==> config.mk <==
export PLATFORM = sky130hd
export DESIGN_NAME = vga_scene_renderer_flat
export DESIGN_NICKNAME = d
export VERILOG_FILES = /design/src/rtl/vga_scene_renderer_if.sv /design/src/rtl/vga_scene_renderer.sv /design/src/flat_wrapper.sv
export SDC_FILE = /design/constraint.sdc
export NUM_CORES = 1
export LEC_CHECK = 0
export CAP_MARGIN = 20
export CORE_ASPECT_RATIO = 1.75
export CORE_UTILIZATION = 30
export CTS_BUF_LIST = sky130_fd_sc_hd__clkbuf_4 sky130_fd_sc_hd__clkbuf_8 sky130_fd_sc_hd__clkbuf_16
export CTS_CLUSTER_DIAMETER = 200
export DETAILED_ROUTE_END_ITERATION = 10
export GPL_TIMING_DRIVEN = 0
export PLACE_DENSITY = 0.5
export SYNTH_ARGS = -nofsm -noshare
export SYNTH_HDL_FRONTEND = slang
export SYNTH_SLANG_ARGS = --single-unit
==> constraint.sdc <==
create_clock -name clk -period 3.5 [get_ports clk]
set_input_delay 0.35 -clock clk [delete_from_list [all_inputs] [get_ports clk]]
set_output_delay 0.35 -clock clk [all_outputs]
set_load 0.01 [all_outputs]
==> src/rtl/vga_scene_renderer_if.sv <==
// Signal bundle between the game/timing logic and the scene renderer.
// The master drives scan position and object state; the slave returns pixel colour.
interface vga_scene_renderer_if #(
  parameter int unsigned NUM_OBS = 4,
  parameter int unsigned COLOR_W = 8
);
  logic [9:0]           x;
  logic [9:0]           y;
  logic                 active_pixels;
  logic [1:0]           game_state;
  logic                 menu_selection;
  logic [9:0]           player_x;
  logic [9:0]           player_height;
  logic [10*NUM_OBS-1:0] obs_x;
  logic [10*NUM_OBS-1:0] obs_y;
  logic [10*NUM_OBS-1:0] obs_w;
  logic [10*NUM_OBS-1:0] obs_h;
  logic [NUM_OBS-1:0]   obs_valid;
  logic                 hit_pulse;
  logic                 t_start;
  logic                 t_howto;
  logic                 t_hud;
  logic                 i_white;
  logic                 i_green;
  logic                 i_red;
  logic [COLOR_W-1:0]   VGA_R;
  logic [COLOR_W-1:0]   VGA_G;
  logic [COLOR_W-1:0]   VGA_B;
  logic                 active_out;
  logic                 collision;

  modport master (
    output x, y, active_pixels, game_state, menu_selection,
           player_x, player_height, obs_x, obs_y, obs_w, obs_h, obs_valid,
           hit_pulse, t_start, t_howto, t_hud, i_white, i_green, i_red,
    input  VGA_R, VGA_G, VGA_B, active_out, collision
  );

  modport slave (
    input  x, y, active_pixels, game_state, menu_selection,
           player_x, player_height, obs_x, obs_y, obs_w, obs_h, obs_valid,
           hit_pulse, t_start, t_howto, t_hud, i_white, i_green, i_red,
    output VGA_R, VGA_G, VGA_B, active_out, collision
  );
endinterface

==> src/rtl/vga_scene_renderer.sv <==
// Two-stage pixel renderer: frame-synchronous object snapshot, hit tests, colour
// priority mux, player hit-flash and per-frame player/obstacle collision report.
module vga_scene_renderer #(
  parameter int unsigned NUM_OBS         = 4,
  parameter int unsigned COLOR_W         = 8,
  parameter int unsigned BOX_WIDTH       = 30,
  parameter int unsigned BOX_BASE_HEIGHT = 30,
  parameter int unsigned BOX_Y_START     = 345,
  parameter int unsigned BANK_X_START    = 50,
  parameter int unsigned BANK_WIDTH      = 60,
  parameter int unsigned FLASH_FRAMES    = 32
) (
  input logic                 clk,
  input logic                 rst_n,
  vga_scene_renderer_if.slave bus
);

  typedef enum logic [1:0] {
    ST_START   = 2'b00,
    ST_PLAYING = 2'b01,
    ST_INSTR   = 2'b10,
    ST_OVER    = 2'b11
  } game_state_e;

  localparam logic [10:0] P_WIDTH   = 11'(BOX_WIDTH);
  localparam logic [10:0] GROUND    = 11'(BOX_Y_START);
  localparam logic [10:0] BANK_L    = 11'(BANK_X_START);
  localparam logic [10:0] BANK_R    = 11'(BANK_X_START + BANK_WIDTH);
  localparam logic [10:0] BANK_TOP  = 11'(BOX_Y_START - BOX_BASE_HEIGHT + 1);
  localparam logic [7:0]  FLASH_INI = 8'(FLASH_FRAMES);

  localparam logic [COLOR_W-1:0] FULL = '1;
  localparam logic [COLOR_W-1:0] NONE = '0;
  // Alternating 0101... from the MSB down, for any channel width.
  localparam logic [COLOR_W-1:0] DIM  = COLOR_W'({(COLOR_W + 1) / 2 {2'b01}} >> (COLOR_W % 2));
  localparam logic [COLOR_W-1:0] HALF = COLOR_W'(1) << (COLOR_W - 1);

  // Snapshot of object state, reloaded on every frame_start
  game_state_e           snap_state;
  logic                  snap_menu;
  logic                  snap_ok;
  logic [9:0]            snap_px;
  logic [9:0]            snap_ph;
  logic [10*NUM_OBS-1:0] snap_ox;
  logic [10*NUM_OBS-1:0] snap_oy;
  logic [10*NUM_OBS-1:0] snap_ow;
  logic [10*NUM_OBS-1:0] snap_oh;
  logic [NUM_OBS-1:0]    snap_valid;

  logic [7:0] flash_cnt;
  logic       ovl;

  // Stage-1 registers
  game_state_e s1_state;
  logic s1_menu, s1_flash, s1_act, s1_gate;
  logic s1_player, s1_obs, s1_bank, s1_deadx;
  logic s1_t_start, s1_t_howto, s1_t_hud, s1_i_white, s1_i_green, s1_i_red;

  // Combinational hit tests
  logic        frame_start;
  logic [10:0] x11, y11, p_left, p_top;
  logic [10:0] ox, oy, ow, oh;
  logic        hit_player, hit_obs, hit_bank, hit_deadx;

  always_comb begin
    frame_start = (bus.x == '0) && (bus.y == '0);
    x11    = {1'b0, bus.x};
    y11    = {1'b0, bus.y};
    p_left = {1'b0, snap_px};
    if ({1'b0, snap_ph} > GROUND + 11'd1) p_top = '0;
    else                                  p_top = GROUND + 11'd1 - {1'b0, snap_ph};

    hit_player = (snap_ph != '0) &&
                 (x11 >= p_left) && (x11 < p_left + P_WIDTH) &&
                 (y11 >= p_top)  && (y11 <= GROUND);

    ox = '0;
    oy = '0;
    ow = '0;
    oh = '0;
    hit_obs = 1'b0;
    // A zero width or height collapses the interval, so it never hits.
    for (int unsigned i = 0; i < NUM_OBS; i++) begin
      ox = {1'b0, snap_ox[10*i +: 10]};
      oy = {1'b0, snap_oy[10*i +: 10]};
      ow = {1'b0, snap_ow[10*i +: 10]};
      oh = {1'b0, snap_oh[10*i +: 10]};
      if (snap_valid[i] && (x11 >= ox) && (x11 < ox + ow) &&
          (y11 >= oy) && (y11 < oy + oh))
        hit_obs = 1'b1;
    end

    hit_bank  = (x11 >= BANK_L) && (x11 < BANK_R) && (y11 >= BANK_TOP) && (y11 <= GROUND);
    hit_deadx = (x11 == y11 + 11'd80) || (x11 == 11'd720 - y11);
  end

  // Stage-2 colour mux
  logic [COLOR_W-1:0] r_n, g_n, b_n;
  logic               ovl_hit;

  always_comb begin
    r_n = NONE;
    g_n = NONE;
    b_n = NONE;
    if (s1_gate) begin
      unique case (s1_state)
        ST_START: begin
          if (s1_t_start) begin
            r_n = s1_menu ? DIM : FULL;
            g_n = r_n;
            b_n = r_n;
          end else if (s1_t_howto) begin
            r_n = s1_menu ? FULL : DIM;
            g_n = r_n;
            b_n = r_n;
          end else begin
            b_n = HALF;
          end
        end
        ST_INSTR: begin
          if (s1_i_green)      g_n = FULL;
          else if (s1_i_red)   r_n = FULL;
          else if (s1_i_white) begin
            r_n = FULL;
            g_n = FULL;
            b_n = FULL;
          end
        end
        ST_OVER: begin
          if (!s1_deadx) r_n = FULL;
        end
        ST_PLAYING: begin
          if (s1_t_hud) begin
            r_n = NONE;
          end else if (s1_obs) begin
            r_n = FULL;
          end else if (s1_player) begin
            if (s1_flash) r_n = FULL;
            else          b_n = FULL;
          end else if (s1_bank) begin
            g_n = FULL;
          end else begin
            r_n = FULL;
            g_n = FULL;
            b_n = FULL;
          end
        end
        default: r_n = NONE;
      endcase
    end
    ovl_hit = s1_player && s1_obs && s1_gate && (s1_state == ST_PLAYING);
  end

  always_ff @(posedge clk) begin
    if (!rst_n) begin
      snap_state     <= ST_START;
      snap_menu      <= 1'b0;
      snap_ok        <= 1'b0;
      snap_px        <= '0;
      snap_ph        <= '0;
      snap_ox        <= '0;
      snap_oy        <= '0;
      snap_ow        <= '0;
      snap_oh        <= '0;
      snap_valid     <= '0;
      flash_cnt      <= '0;
      ovl            <= 1'b0;
      s1_state       <= ST_START;
      s1_menu        <= 1'b0;
      s1_flash       <= 1'b0;
      s1_act         <= 1'b0;
      s1_gate        <= 1'b0;
      s1_player      <= 1'b0;
      s1_obs         <= 1'b0;
      s1_bank        <= 1'b0;
      s1_deadx       <= 1'b0;
      s1_t_start     <= 1'b0;
      s1_t_howto     <= 1'b0;
      s1_t_hud       <= 1'b0;
      s1_i_white     <= 1'b0;
      s1_i_green     <= 1'b0;
      s1_i_red       <= 1'b0;
      bus.VGA_R      <= '0;
      bus.VGA_G      <= '0;
      bus.VGA_B      <= '0;
      bus.active_out <= 1'b0;
      bus.collision  <= 1'b0;
    end else begin
      if (frame_start) begin
        snap_state <= game_state_e'(bus.game_state);
        snap_menu  <= bus.menu_selection;
        snap_ok    <= 1'b1;
        snap_px    <= bus.player_x;
        snap_ph    <= bus.player_height;
        snap_ox    <= bus.obs_x;
        snap_oy    <= bus.obs_y;
        snap_ow    <= bus.obs_w;
        snap_oh    <= bus.obs_h;
        snap_valid <= bus.obs_valid;
      end

      if (snap_state != ST_PLAYING)               flash_cnt <= '0;
      else if (bus.hit_pulse)                     flash_cnt <= FLASH_INI;
      else if (frame_start && flash_cnt != '0)    flash_cnt <= flash_cnt - 8'd1;

      // Per-frame context travels with the pixel so the (0,0) snapshot reload
      // cannot change the colour of a pixel already in flight.
      s1_state   <= snap_state;
      s1_menu    <= snap_menu;
      s1_flash   <= (flash_cnt != '0) && flash_cnt[2];
      s1_act     <= bus.active_pixels;
      s1_gate    <= bus.active_pixels && snap_ok;
      s1_player  <= hit_player;
      s1_obs     <= hit_obs;
      s1_bank    <= hit_bank;
      s1_deadx   <= hit_deadx;
      s1_t_start <= bus.t_start;
      s1_t_howto <= bus.t_howto;
      s1_t_hud   <= bus.t_hud;
      s1_i_white <= bus.i_white;
      s1_i_green <= bus.i_green;
      s1_i_red   <= bus.i_red;

      bus.VGA_R      <= r_n;
      bus.VGA_G      <= g_n;
      bus.VGA_B      <= b_n;
      bus.active_out <= s1_act;

      if (frame_start) begin
        bus.collision <= ovl;
        ovl           <= ovl_hit;
      end else begin
        bus.collision <= 1'b0;
        ovl           <= ovl | ovl_hit;
      end
    end
  end

endmodule

==> src/flat_wrapper.sv <==
// flat-port wrapper written by rule: the top's interface ports become plain ports
module vga_scene_renderer_flat 
#(
  parameter int unsigned NUM_OBS         = 4,
  parameter int unsigned COLOR_W         = 8,
  parameter int unsigned BOX_WIDTH       = 30,
  parameter int unsigned BOX_BASE_HEIGHT = 30,
  parameter int unsigned BOX_Y_START     = 345,
  parameter int unsigned BANK_X_START    = 50,
  parameter int unsigned BANK_WIDTH      = 60,
  parameter int unsigned FLASH_FRAMES    = 32
)
  (clk, rst_n, bus_x, bus_y, bus_active_pixels, bus_game_state, bus_menu_selection, bus_player_x, bus_player_height, bus_obs_x, bus_obs_y, bus_obs_w, bus_obs_h, bus_obs_valid, bus_hit_pulse, bus_t_start, bus_t_howto, bus_t_hud, bus_i_white, bus_i_green, bus_i_red, bus_VGA_R, bus_VGA_G, bus_VGA_B, bus_active_out, bus_collision);
  vga_scene_renderer_if #(.NUM_OBS(NUM_OBS), .COLOR_W(COLOR_W)) bus_i ();
  input logic clk;
  input logic rst_n;
  input wire logic [$bits(bus_i.x)-1:0] bus_x;
  input wire logic [$bits(bus_i.y)-1:0] bus_y;
  input wire logic [$bits(bus_i.active_pixels)-1:0] bus_active_pixels;
  input wire logic [$bits(bus_i.game_state)-1:0] bus_game_state;
  input wire logic [$bits(bus_i.menu_selection)-1:0] bus_menu_selection;
  input wire logic [$bits(bus_i.player_x)-1:0] bus_player_x;
  input wire logic [$bits(bus_i.player_height)-1:0] bus_player_height;
  input wire logic [$bits(bus_i.obs_x)-1:0] bus_obs_x;
  input wire logic [$bits(bus_i.obs_y)-1:0] bus_obs_y;
  input wire logic [$bits(bus_i.obs_w)-1:0] bus_obs_w;
  input wire logic [$bits(bus_i.obs_h)-1:0] bus_obs_h;
  input wire logic [$bits(bus_i.obs_valid)-1:0] bus_obs_valid;
  input wire logic [$bits(bus_i.hit_pulse)-1:0] bus_hit_pulse;
  input wire logic [$bits(bus_i.t_start)-1:0] bus_t_start;
  input wire logic [$bits(bus_i.t_howto)-1:0] bus_t_howto;
  input wire logic [$bits(bus_i.t_hud)-1:0] bus_t_hud;
  input wire logic [$bits(bus_i.i_white)-1:0] bus_i_white;
  input wire logic [$bits(bus_i.i_green)-1:0] bus_i_green;
  input wire logic [$bits(bus_i.i_red)-1:0] bus_i_red;
  output wire logic [$bits(bus_i.VGA_R)-1:0] bus_VGA_R;
  output wire logic [$bits(bus_i.VGA_G)-1:0] bus_VGA_G;
  output wire logic [$bits(bus_i.VGA_B)-1:0] bus_VGA_B;
  output wire logic [$bits(bus_i.active_out)-1:0] bus_active_out;
  output wire logic [$bits(bus_i.collision)-1:0] bus_collision;
  assign bus_i.x = bus_x;
  assign bus_i.y = bus_y;
  assign bus_i.active_pixels = bus_active_pixels;
  assign bus_i.game_state = bus_game_state;
  assign bus_i.menu_selection = bus_menu_selection;
  assign bus_i.player_x = bus_player_x;
  assign bus_i.player_height = bus_player_height;
  assign bus_i.obs_x = bus_obs_x;
  assign bus_i.obs_y = bus_obs_y;
  assign bus_i.obs_w = bus_obs_w;
  assign bus_i.obs_h = bus_obs_h;
  assign bus_i.obs_valid = bus_obs_valid;
  assign bus_i.hit_pulse = bus_hit_pulse;
  assign bus_i.t_start = bus_t_start;
  assign bus_i.t_howto = bus_t_howto;
  assign bus_i.t_hud = bus_t_hud;
  assign bus_i.i_white = bus_i_white;
  assign bus_i.i_green = bus_i_green;
  assign bus_i.i_red = bus_i_red;
  assign bus_VGA_R = bus_i.VGA_R;
  assign bus_VGA_G = bus_i.VGA_G;
  assign bus_VGA_B = bus_i.VGA_B;
  assign bus_active_out = bus_i.active_out;
  assign bus_collision = bus_i.collision;
  vga_scene_renderer #(.NUM_OBS(NUM_OBS), .COLOR_W(COLOR_W), .BOX_WIDTH(BOX_WIDTH), .BOX_BASE_HEIGHT(BOX_BASE_HEIGHT), .BOX_Y_START(BOX_Y_START), .BANK_X_START(BANK_X_START), .BANK_WIDTH(BANK_WIDTH), .FLASH_FRAMES(FLASH_FRAMES)) u_core (.clk(clk), .rst_n(rst_n), .bus(bus_i));
endmodule
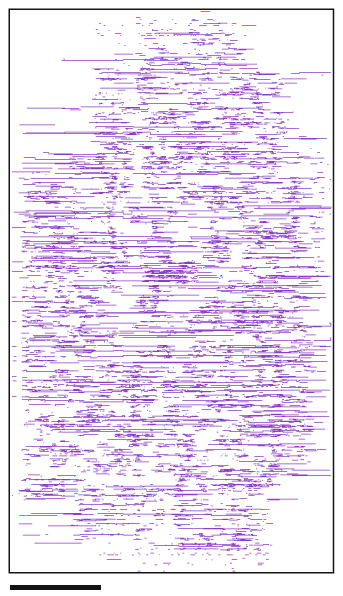
(run_1/m1.png)
Bar = 50 um.
main direction	horizontal
longest straight run	63.0 um
nets with wire on the layer	2506

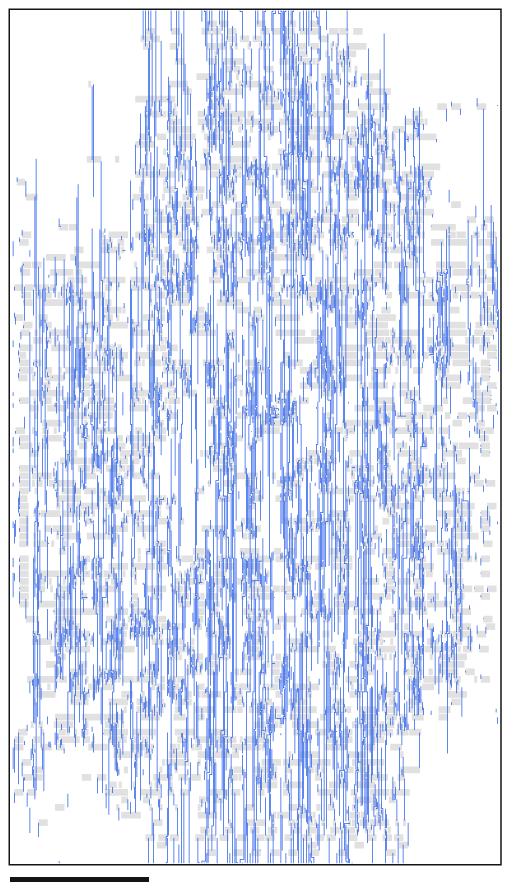
(run_1/m2.png)
Bar = 50 um. Cells faint in the background.
wire length on this layer	29.6 mm
nets with wire on the layer	2255

==> results_dict.tcl, run 1 <==
# place-and-route summary
set metrics [dict create \
    wl_met2_um 29600 \
    area_growth_pct 27.1 \
    synth_cells 1980 \
    antenna_found_initial 0 \
    grt_pass1_vias 15206 \
    top_cell "nand2_1" \
    row_count 111 \
    setup_ws_ps 48.3 \
    worstHoldPathType "primary input to flip-flop" \
    highest_layer "met4" \
    top_area_cell_class "combinational gates" \
    cpPeakStageDelay_ps 340 \
    max_freq_mhz 290 \
    rsz0062_at_grt "yes" \
    common_cells "446 x nand2_1, 271 x ha_1, 222 x dfxtp_1, 165 x a21boi_0, 123 x inv_1" \
    nWellTaps 678 \
    yosys_warnings 0 \
    utilization_pct 38.8 \
    synth_area_per_cell_um2 8.12 \
    arrival_ps 3880 \
    numSynthFlops 222 \
    drtIter0Drc 527 \
    crit_type "flip-flop to flip-flop" \
    die_h_um 308 \
    wl_um 54600 \
    fin_cells 2956 \
    busiest_layer "met2" \
    fin_tns_setup_ps 0 \
    drive_gt1_share_pct 6.98 \
    fp_nets 2476 \
    flop_cell "dfxtp_1" \
    yosys-stat-cells 1980 \
    edf_count 0 \
    seq_share_pct 21.8 \
    status "finished clean" \
    worst-path-buf-inv 0 \
    final_cell_mix "446 x nand2_1, 269 x ha_1, 236 x clkdlybuf4s50_1" \
    syn_area_um2 16100 \
    tightest_slew_ps 1120 \
]
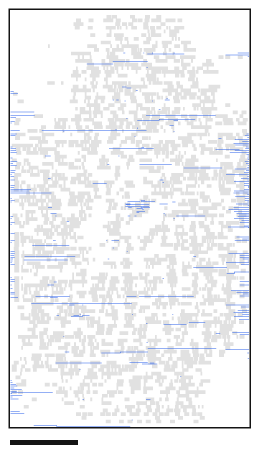
(run_1/m3.png)
Bar = 50 um. Cells faint in the background.
wire length on this layer	1970 um
nets with wire on the layer	198
longest straight run	77.0 um
main direction	horizontal

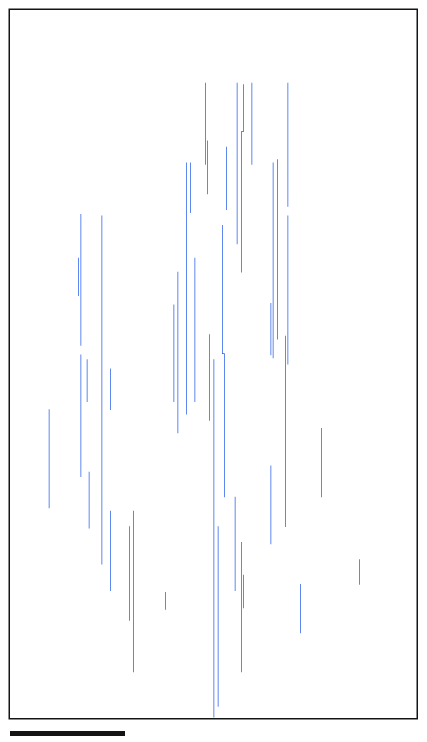
(run_1/m4.png)
Bar = 50 um.
main direction	vertical
nets with wire on the layer	30
share of all routed wire	3.8%
longest straight run	156 um

==> run 1: final timing paths <==
kind / startpoint / to / slack, ps / depth (start not counted)
max: u_core.snap_ow[11]$_SDFFE_PN0P_ / u_core.s1_obs$_SDFF_PN0_ / 50 / 15
min: bus_obs_x[16] / u_core.snap_ox[16]$_SDFFE_PN0P_ / 350 / 3
max reg2reg: u_core.snap_ow[11]$_SDFFE_PN0P_ / u_core.s1_obs$_SDFF_PN0_ / 50 / 15
min reg2reg: u_core.s1_act$_SDFF_PN0_ / u_core.bus.active_out$_SDFF_PN0_ / 440 / 1
==> run 1: kinds of logic after synthesis <==
family / share of synthesized area, %
fa+ha+maj: 22.1
simple gates: 17.1
xor+xnor: 5.01
mux: 0.0623
flops: 27.6
buf+inv: 5.59
other cells: 0.0233
compound gates: 22.5
==> run 1: registers in the layout, indices dropped and copies added, names as in the netlist, 2 cells and up <==
name / count
u_core.flash_cnt: 8
u_core.snap_valid: 4
u_core.snap_ox: 40
u_core.snap_px: 10
u_core.s1_state: 2
u_core.bus.VGA_G: 2
u_core.snap_ow: 40
u_core.snap_state: 2
u_core.bus.VGA_R: 2
u_core.snap_oy: 40
u_core.snap_oh: 40
u_core.bus.VGA_B: 3
u_core.snap_ph: 10
==> run 1: power breakdown <==
group	switching (W)	leakage (nW)	total (W)	internal [W]
logic	0.000354	5.67	0.000754	0.000400
registers	0.00000298	1.79	0.00253	0.00253
clock network	0.00115	0.399	0.00270	0.00155
total	0.00150	7.86	0.00599	0.00448
==> run 1: worst min-delay path, stage by stage <==
cell and delay [ps]:
clkdlybuf4s50_1 400, nand2_1 60, a21boi_1 50
==> run 1: repair_timing <==
item	in CTS	in global routing
gates resized	24	32
setup endpoints to repair	192	27
buffers inserted	6	4
pin swaps	12	20
cloned	0	0
==> run_1/congestion_map.png <==
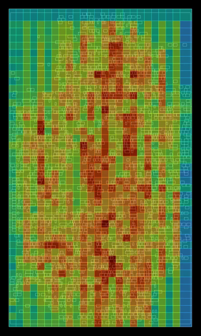

==> run 2, diff against run 1 <==
- GPL_TIMING_DRIVEN: 0 -> not set
- clock period: 3.5 -> 3.3 ns (I/O delays scaled with it)
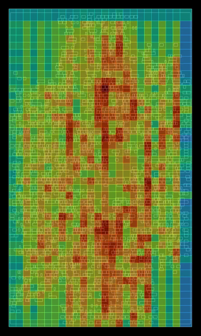
(run_2/congestion_map.png)
GR Util met2: 36.4%
GR peak layer: met2

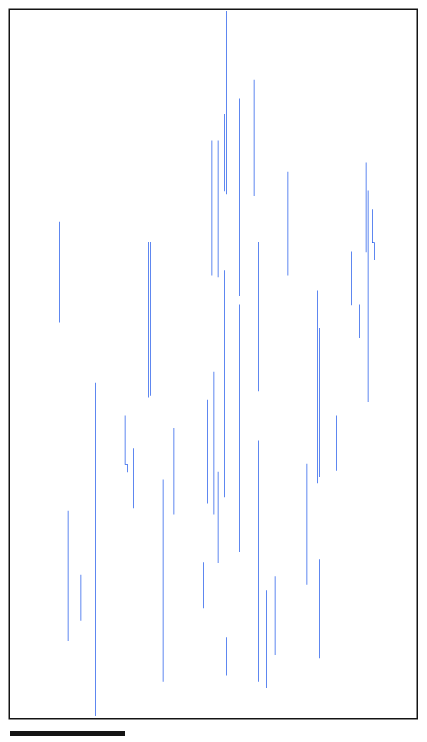
(run_2/m4.png)
Bar = 50 um.
wire length on this layer	2080 um
nets with wire on the layer	28
main direction	vertical
share of all routed wire	4.1%

==> run 2 against run 1 <==
Core utilization up 0.75 points. Non-clock buffer count up 6. Register-to-register slack about the same. Largest power group unchanged. Highest routed layer unchanged.
==> results_dict.tcl, run 2 <==
# place-and-route summary
set metrics [dict create \
    area_growth_pct 29.6 \
    flop_cell "dfxtp_1" \
    synth_cells 1980 \
    top_cell "nand2_1" \
    fin_cells 2964 \
    tightest_slew_ps 749 \
    worstHoldPathType "primary input to flip-flop" \
    common_cells "446 x nand2_1, 271 x ha_1, 222 x dfxtp_1, 165 x a21boi_0, 123 x inv_1" \
    antenna_found_initial 1 \
    pwr-share-comb_pct 12.4 \
    status "finished clean" \
    max_freq_mhz 307 \
    final_cell_mix "446 x nand2_1, 268 x ha_1, 241 x clkdlybuf4s50_1" \
    p_comb_w 0.000801 \
    drtIter0Drc 518 \
    yosys-stat-cells 1980 \
    fin_tns_setup_ps 0 \
    yosys_warnings 0 \
    pg_clk_w 0.00299 \
    die_h_um 308 \
    setup_ws_ps 41.6 \
    p_int_w 0.00495 \
    p_seq_share_pct 41.5 \
    synth_area_per_cell_um2 8.12 \
    rsz0062_at_grt "yes" \
    clkPwrFrac_pct 46.1 \
    drive_gt1_share_pct 9.19 \
    grt_pass1_vias 14710 \
    row_count 111 \
    net-switching-power_w 0.00153 \
    syn_area_um2 16100 \
    seq_power_w 0.00269 \
    switching_share_pct 23.6 \
    fp_nets 2476 \
    utilization_pct 39.6 \
    cpPeakStageDelay_ps 330 \
    crit_type "flip-flop to flip-flop" \
    hold_depth 2 \
]
[run 2: cell counts after synthesis]
Identical to the previous run, type by type.
[run 2: final cells by class]
class	count	area share [%]
sequential	222	21.4
timing repair buffer	348	15.8
clock buffer	36	3.61
inverter	123	2.22
tap	678	4.07
multi-input combinational	1547	52.3
antenna	1	0.0120
clock inverter	9	0.606
[run 2: worst paths after layout]
kind	startpoint	end	slack [ps]
max	u_core.snap_ow[30]$_SDFFE_PN0P_	u_core.s1_obs$_SDFF_PN0_	40
min	rst_n	u_core.snap_ok$_SDFFE_PN0P_	270
min reg2reg	u_core.s1_act$_SDFF_PN0_	u_core.bus.active_out$_SDFF_PN0_	430
max reg2reg	u_core.snap_ow[30]$_SDFFE_PN0P_	u_core.s1_obs$_SDFF_PN0_	40
[run 2: kinds of logic (layout without fill, tap and decap cells)]
family | count (synthesis) | after routing | synth area share, %
xor gates and xnor gates | 92 | 92 | 5.01
AOI/OAI and AO/OA | 536 | 536 | 22.5
muxes | 1 | 1 | 0.0623
DFF | 222 | 222 | 27.6
and+or+nand+nor | 638 | 638 | 17.1
adders and majority gates | 279 | 279 | 22.1
buffers and inverters | 211 | 516 | 5.59
other | 1 | 2 | 0.0233
[run 2: critical path: cells and delay by family, from the launching register on]
family,cells,cell delay (ps)
XOR/XNOR,1,80
flip-flops,1,330
AND-OR/OR-AND,13,2000
buffers and inverters,2,290
adder cells (fa/ha/maj),2,440
[run 2: what timing repair did]
action                     CTS  global route
buffers inserted             1             2
setup endpoints to repair    1             2
gates resized               16            38
hold buffers                 0             0
pin swaps                   11            22
[run 2: routing by layer]
metal  wire length (um)  vias to the layer above  global-route usage (%)
met3               1700                       86                    2.08
met2              27100                      264                    36.4
met4               2080                        0                    7.80
met5                  0                        -                       0
met1              19700                     6659                    19.2
li1                   -                     7404                       -
Power and IR drop assume default switching activity.
